File: src/rtl/frame_pkg.sv
// Shared definitions for the packet synchroniser and the downstream frame checker.
package frame_pkg;

    // Default packet framing constants.
    localparam int          DEF_HDR_W   = 16;
    localparam logic [15:0] DEF_HEADER  = 16'hF628;
    localparam int          DEF_PKT_LEN = 27;

    // Alignment search states of packet_sync.
    typedef enum logic [1:0] {
        SYNC_HUNT   = 2'd0,
        SYNC_VERIFY = 2'd1,
        SYNC_LOCKED = 2'd2
    } sync_state_t;

    // Frame checker walk: one state per word of a 27-word packet.
    typedef enum logic [4:0] {
        IDLE, FRAME1, FRAME2, FRAME3, FRAME4, FRAME5, FRAME6, FRAME7, FRAME8,
        FRAME9, FRAME10, FRAME11, FRAME12, FRAME13, FRAME14, FRAME15, FRAME16,
        FRAME17, FRAME18, FRAME19, FRAME20, FRAME21, FRAME22, FRAME23, FRAME24,
        FRAME25, FRAME_TAIL
    } frame_state_t;

endpackage

File: src/rtl/sat_counter.sv
// Up-counter that sticks at its all-ones value; cleared only by reset.
module sat_counter #(
    parameter int WIDTH = 16
) (
    input  logic             clk_390p625M,
    input  logic             rst_n,
    input  logic             inc,
    output logic [WIDTH-1:0] count
);

    // Count enabled events, holding once the maximum is reached.
    always_ff @(posedge clk_390p625M or negedge rst_n) begin
        if (!rst_n) begin
            count <= '0;
        end else if (inc && (count != '1)) begin
            count <= count + 1'b1;
        end
    end

endmodule

File: src/rtl/packet_sync.sv
// Packet header search, alignment confirmation and flywheel lock for the
// frame checker. Outputs are registered and aligned with data_out.
//
// state       | meaning
// ------------+----------------------------------------------------------
// SYNC_HUNT   | examine every word for the header pattern
// SYNC_VERIFY | header seen; confirm headers at the expected slot spacing
// SYNC_LOCKED | aligned; emit start pulses, tolerate isolated misses
module packet_sync
    import frame_pkg::*;
#(
    parameter int                HDR_W      = DEF_HDR_W,
    parameter logic [HDR_W-1:0]  HEADER     = DEF_HEADER,
    parameter int                PKT_LEN    = DEF_PKT_LEN,
    parameter int                LOCK_CNT   = 3,
    parameter int                UNLOCK_CNT = 4
) (
    input  logic        clk_390p625M,
    input  logic        rst_n,
    input  logic [61:0] unscrambled_data,
    output logic [61:0] data_out,
    output logic        data_packet_start,
    output logic        sync_locked,
    output logic        lock_lost,
    output logic [15:0] hdr_miss_cnt
);

    localparam int POS_W  = $clog2(PKT_LEN);
    localparam int GOOD_W = $clog2(LOCK_CNT + 1);
    localparam int MISS_W = $clog2(UNLOCK_CNT + 1);

    sync_state_t       state, state_nxt;
    logic [POS_W-1:0]  pos, pos_nxt, pos_adv;
    logic [GOOD_W-1:0] good_cnt, good_nxt, good_inc;
    logic [MISS_W-1:0] miss_cnt, miss_nxt, miss_inc;
    logic              hdr_match, slot, lock_done, miss_limit;
    logic              start_nxt, lost_nxt, miss_evt;

    assign hdr_match  = (unscrambled_data[HDR_W-1:0] == HEADER);
    assign slot       = (pos == '0);
    assign pos_adv    = (pos == POS_W'(PKT_LEN - 1)) ? '0 : pos + 1'b1;
    assign good_inc   = good_cnt + 1'b1;
    assign miss_inc   = miss_cnt + 1'b1;
    assign lock_done  = (good_inc == GOOD_W'(LOCK_CNT));
    assign miss_limit = (miss_inc == MISS_W'(UNLOCK_CNT));

    // State and alignment counters.
    always_ff @(posedge clk_390p625M or negedge rst_n) begin
        if (!rst_n) begin
            state    <= SYNC_HUNT;
            pos      <= '0;
            good_cnt <= '0;
            miss_cnt <= '0;
        end else begin
            state    <= state_nxt;
            pos      <= pos_nxt;
            good_cnt <= good_nxt;
            miss_cnt <= miss_nxt;
        end
    end

    // Next state; the slot position restarts so the word after a header is pos 1.
    always_comb begin
        state_nxt = state;
        pos_nxt   = pos_adv;
        good_nxt  = good_cnt;
        miss_nxt  = miss_cnt;
        case (state)
            SYNC_HUNT: begin
                pos_nxt  = '0;
                good_nxt = '0;
                miss_nxt = '0;
                if (hdr_match) begin
                    state_nxt = SYNC_VERIFY;
                    good_nxt  = GOOD_W'(1);
                    pos_nxt   = POS_W'(1);
                end
            end
            SYNC_VERIFY: begin
                if (slot) begin
                    if (hdr_match) begin
                        good_nxt = good_inc;
                        if (lock_done) begin
                            state_nxt = SYNC_LOCKED;
                            miss_nxt  = '0;
                        end
                    end else begin
                        state_nxt = SYNC_HUNT;
                        pos_nxt   = '0;
                        good_nxt  = '0;
                    end
                end
            end
            SYNC_LOCKED: begin
                if (slot) begin
                    if (hdr_match) begin
                        miss_nxt = '0;
                    end else if (miss_limit) begin
                        state_nxt = SYNC_HUNT;
                        pos_nxt   = '0;
                        good_nxt  = '0;
                        miss_nxt  = '0;
                    end else begin
                        miss_nxt = miss_inc;
                    end
                end
            end
            default: begin
                state_nxt = SYNC_HUNT;
                pos_nxt   = '0;
                good_nxt  = '0;
                miss_nxt  = '0;
            end
        endcase
    end

    // Pulse decisions for the current word; start pulses only ever come from LOCKED slots
    // (including the header that completes the lock).
    always_comb begin
        start_nxt = 1'b0;
        lost_nxt  = 1'b0;
        miss_evt  = 1'b0;
        case (state)
            SYNC_VERIFY: start_nxt = slot && hdr_match && lock_done;
            SYNC_LOCKED: begin
                if (slot) begin
                    if (hdr_match) begin
                        start_nxt = 1'b1;
                    end else begin
                        miss_evt = 1'b1;
                        if (miss_limit) begin
                            lost_nxt = 1'b1;
                        end else begin
                            start_nxt = 1'b1;
                        end
                    end
                end
            end
            default: ;
        endcase
    end

    // Register outputs so flags line up with the delayed data word.
    always_ff @(posedge clk_390p625M or negedge rst_n) begin
        if (!rst_n) begin
            data_out          <= '0;
            data_packet_start <= 1'b0;
            lock_lost         <= 1'b0;
            sync_locked       <= 1'b0;
        end else begin
            data_out          <= unscrambled_data;
            data_packet_start <= start_nxt;
            lock_lost         <= lost_nxt;
            sync_locked       <= (state_nxt == SYNC_LOCKED);
        end
    end

    sat_counter #(
        .WIDTH(16)
    ) u_miss_cnt (
        .clk_390p625M(clk_390p625M),
        .rst_n       (rst_n),
        .inc         (miss_evt),
        .count       (hdr_miss_cnt)
    );

endmodule

File: config.mk
export PLATFORM = sky130hd
export DESIGN_NAME = packet_sync
export DESIGN_NICKNAME = d
export VERILOG_FILES = /design/src/rtl/frame_pkg.sv /design/src/rtl/sat_counter.sv /design/src/rtl/packet_sync.sv
export SDC_FILE = /design/constraint.sdc
export NUM_CORES = 1
export LEC_CHECK = 0
export CAP_MARGIN = 40
export CORE_MARGIN = 10
export CORE_UTILIZATION = 43
export CTS_BUF_LIST = sky130_fd_sc_hd__clkbuf_4 sky130_fd_sc_hd__clkbuf_8
export DETAILED_ROUTE_END_ITERATION = 6
export GPL_TIMING_DRIVEN = 0
export HOLD_SLACK_MARGIN = 0.02
export PLACE_DENSITY = 0.81
export SYNTH_ARGS = -nofsm -noshare
export SYNTH_HDL_FRONTEND = slang
export SYNTH_SLANG_ARGS = --single-unit
File: constraint.sdc
create_clock -name clk_390p625M -period 2.35 [get_ports clk_390p625M]
set_input_delay 0.47 -clock clk_390p625M [delete_from_list [all_inputs] [get_ports clk_390p625M]]
set_output_delay 0.47 -clock clk_390p625M [all_outputs]
set_load 0.02 [all_outputs]
**Placed cells, one color a class**

Drawn at 3 px/um.
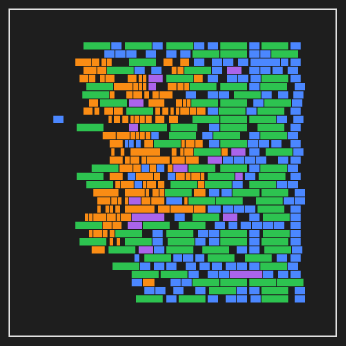
color	class	cells
purple	clock drivers and dummy loads	15
orange	all other logic	135
blue	other buffers and delay cells	156
green	flip-flops	93
fraction of area in registers: 0.440
number of cell rows: 32
core outline area: 7690 um^2
end-of-flow core utilization: 0.689

**Cell density map**

Drawn at 3 px/um. The die is cut into 11 by 11 equal tiles; dark blue is low, red is high, 0 to 100% covered.
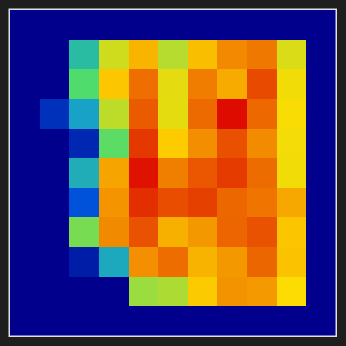
densest ninth of the die	center
nearly empty tiles	41%
fullest tile	99%
tiles over 75% full	39%
fp util: 0.438

==> flow_summary.html <==
<h2>Implementation results</h2>
<table>
<tr><th>Metric</th><th>Value</th></tr>
<tr><th colspan="2">Floorplanning</th></tr>
<tr><td>Number of top-level pins</td><td>between 100 and 150</td></tr>
<tr><td>Die span in x</td><td>109 um</td></tr>
<tr><td>Die height</td><td>between 100 and 150 um</td></tr>
<tr><td>Tapcell Cnt</td><td>a little over 100</td></tr>
<tr><th colspan="2">Synthesis</th></tr>
<tr><td>Synth Warn #</td><td>0</td></tr>
<tr><td>Compound Share, Synth</td><td>0.0646</td></tr>
<tr><td>Floorplan net count</td><td>309</td></tr>
<tr><td>Portion of netlist area occupied by mux cells</td><td>0.00446</td></tr>
<tr><td>Main area contributors</td><td>dfrtp_1, ha_1, xor2_1, nand2_1, xnor2_1</td></tr>
<tr><td>Mean post-synth cell area</td><td>approximately 14 um^2</td></tr>
<tr><td>Post-synthesis instance total</td><td>about 230</td></tr>
<tr><td>Cell type with the highest aggregate area in the netlist</td><td>dfrtp_1</td></tr>
<tr><td>Synthesized chip area reported by yosys</td><td>3370 um^2</td></tr>
<tr><td>Post-synthesis cell count from yosys</td><td>234</td></tr>
<tr><td>Xor+xnor area frac</td><td>0.0468</td></tr>
<tr><td>Async set-or-reset flop fraction in the synthesized netlist</td><td>1.00</td></tr>
<tr><td>Combinational family with the most area after synthesis</td><td>simple AND/OR/NAND/NOR gates</td></tr>
<tr><td>Cell with the most instances after synthesis</td><td>dfrtp_1</td></tr>
<tr><td>Register bit total from synthesis</td><td>just over 90</td></tr>
<tr><th colspan="2">CTS</th></tr>
<tr><td>Hold-fix buffers at CTS</td><td>0</td></tr>
<tr><td>TritonCTS buffer count</td><td>9</td></tr>
<tr><td>Clk slew on worst S/H paths</td><td>0.09 ns</td></tr>
<tr><td>Post-CTS sizing</td><td>10</td></tr>
<tr><td>CTS tree</td><td>yes</td></tr>
<tr><th colspan="2">Worst setup path</th></tr>
<tr><td>Startpoint class of the critical path</td><td>primary input</td></tr>
<tr><td>Largest driver fanout on the critical path</td><td>7</td></tr>
<tr><td>Worst path slowest cell</td><td>or4_4</td></tr>
<tr><td>Capture point of the worst reg-to-reg path</td><td>miss_cnt[0]</td></tr>
<tr><td>Reg-to-reg setup timing slack</td><td>0.13 ns</td></tr>
<tr><td>Required time of the critical path</td><td>about 2.6 ns</td></tr>
<tr><td>Reg2reg path depth</td><td>8</td></tr>
<tr><td>Critical path cell sequence</td><td>dlygate4sd2_1, or4_4, or4_4, buf_8, buf_4, o41ai_4, a22o_1</td></tr>
<tr><td>Combined buffer and inverter count along the critical path</td><td>3</td></tr>
<tr><td>Worst reg2reg path startpoint</td><td>pos[0]</td></tr>
<tr><td>Start-to-end type of the worst setup path</td><td>in2reg</td></tr>
<tr><td>Biggest cell delay along the critical path</td><td>0.56 ns</td></tr>
<tr><td>Largest delay share family, worst path</td><td>simple AND/OR/NAND/NOR gates</td></tr>
<tr><td>WP depth</td><td>7</td></tr>
<tr><th colspan="2">Pwr</th></tr>
<tr><td>Power Dens Cells</td><td>599 nW/um^2</td></tr>
<tr><td>Power drawn by the combinational cells</td><td>0.000338 W</td></tr>
<tr><td>Sequential cell power</td><td>0.00167 W</td></tr>
<tr><td>Combinational Power Share</td><td>0.106</td></tr>
<tr><td>Switching part of the total power</td><td>0.230</td></tr>
<tr><td>Relative contribution of the clock network to total power</td><td>0.368</td></tr>
<tr><td>Switch Pwr</td><td>roughly 0.00073 W</td></tr>
<tr><td>Power of the clock network</td><td>0.00117 W</td></tr>
<tr><th colspan="2">Route</th></tr>
<tr><td>1st-iter DRT viols</td><td>between 100 and 150</td></tr>
<tr><td>Post-DR wirelength/cell</td><td>between 15 and 20 um</td></tr>
<tr><td>DRT Wirelength</td><td>9.66 mm</td></tr>
<tr><td>Metal2 WL</td><td>roughly 5.0 mm</td></tr>
<tr><td>Via count</td><td>2,466</td></tr>
<tr><td>Vias per cell</td><td>4.91</td></tr>
<tr><td>Pre-antenna DRT Iters</td><td>4</td></tr>
<tr><th colspan="2">Final timing</th></tr>
<tr><td>Worst setup skew after layout</td><td>0.00905 ns</td></tr>
<tr><td>Fin Hold WS</td><td>about 0.11 ns</td></tr>
<tr><td>FMAX</td><td>~0.44 GHz</td></tr>
<tr><td>Number of setup violations in the final report</td><td>0</td></tr>
<tr><td>Least-Margin Pin Slew</td><td>about 0.68 ns</td></tr>
<tr><td>Number of slew-limit violations in the final report</td><td>0</td></tr>
<tr><td>Unrepaired setup endpoints after global routing</td><td>no</td></tr>
<tr><td>Setup TNS</td><td>0 ns</td></tr>
<tr><td>Post-layout period usage</td><td>0.966</td></tr>
<tr><th colspan="2">Final layout</th></tr>
<tr><td>Largest register FFs</td><td>62</td></tr>
<tr><td>Non-clock buffer total of the final layout</td><td>around 160</td></tr>
<tr><td>Logic Gate Count</td><td>127</td></tr>
<tr><td>Area of the multi-input gates</td><td>about 1000 um^2</td></tr>
<tr><td>Fraction of area in multi-input gates</td><td>0.197</td></tr>
<tr><td>Dominant logic cell type in the layout</td><td>clkdlybuf4s50_1</td></tr>
<tr><td>Final antenna diode count</td><td>1</td></tr>
<tr><td>Fraction of final layout cells with drive strength greater than 1</td><td>0.115</td></tr>
<tr><td>Clk tree area frac</td><td>0.0414</td></tr>
<tr><td>Non-Filler Cell Area, Final</td><td>5290 um^2</td></tr>
<tr><td>Signal buffers share of area</td><td>0.292</td></tr>
<tr><td>Clock Buffer Count</td><td>9</td></tr>
<tr><td>Most area-hungry cell class in the final design</td><td>sequential cells</td></tr>
<tr><td>Area used by sequential logic in the layout</td><td>2330 um^2</td></tr>
<tr><td>Largest registers</td><td>data_out: 62 flops, u_miss_cnt.count: 16 flops, pos: 5 flops</td></tr>
<tr><th colspan="2">Global route</th></tr>
<tr><td>M3 GR Usage</td><td>0.0660</td></tr>
<tr><td>Total gr overflow</td><td>0</td></tr>
<tr><td>Most Used Layer, Global Route</td><td>met2</td></tr>
<tr><td>Met2 capacity usage during global routing</td><td>0.290</td></tr>
<tr><td>Number of antenna violations at the first check in global routing</td><td>2</td></tr>
<tr><td>Tot GR Track Use</td><td>0.160</td></tr>
<tr><td>Global-route wire length before repair</td><td>14.3 mm</td></tr>
<tr><td>Met1 Use GR</td><td>0.166</td></tr>
<tr><th colspan="2">Hold path</th></tr>
<tr><td>Type of the tightest min-delay check</td><td>in2async</td></tr>
<tr><th colspan="2">Place</th></tr>
<tr><td>Place WS</td><td>-0.468 ns</td></tr>
<tr><td>Cells after DPL</td><td>slightly below 500</td></tr>
<tr><td>Number of buffers inserted by port buffering</td><td>between 100 and 150</td></tr>
<tr><th colspan="2">Outcome</th></tr>
<tr><td>Result of the run</td><td>completed</td></tr>
<tr><th colspan="2">Job</th></tr>
<tr><td>Number of logged tool warnings</td><td>32</td></tr>
<tr><td>Max Cap Viol</td><td>0</td></tr>
</table>
**Metal 1**

Drawn at 4 px/um. Supply wires on this layer in gray.
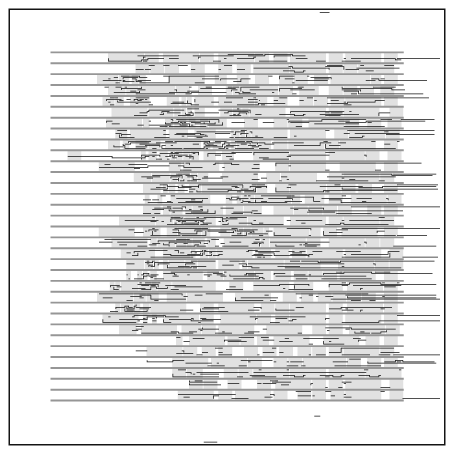
share of all routed wire	37%
longest straight run	36.3 um
nets with wire on the layer	411
wire length on this layer	3,590 um
main direction	horizontal

**Placed standard cells**

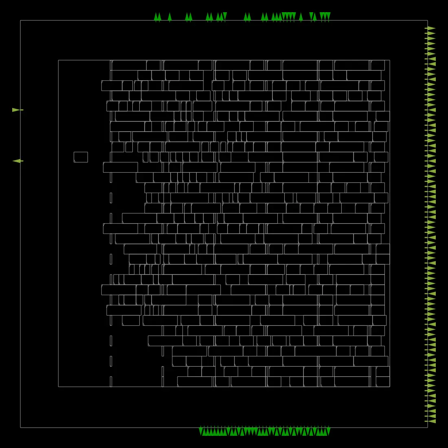
total of fill cells in the finished design: 529
number of flip-flops and latches: 93

Power is estimated from default activity; no workload was simulated.
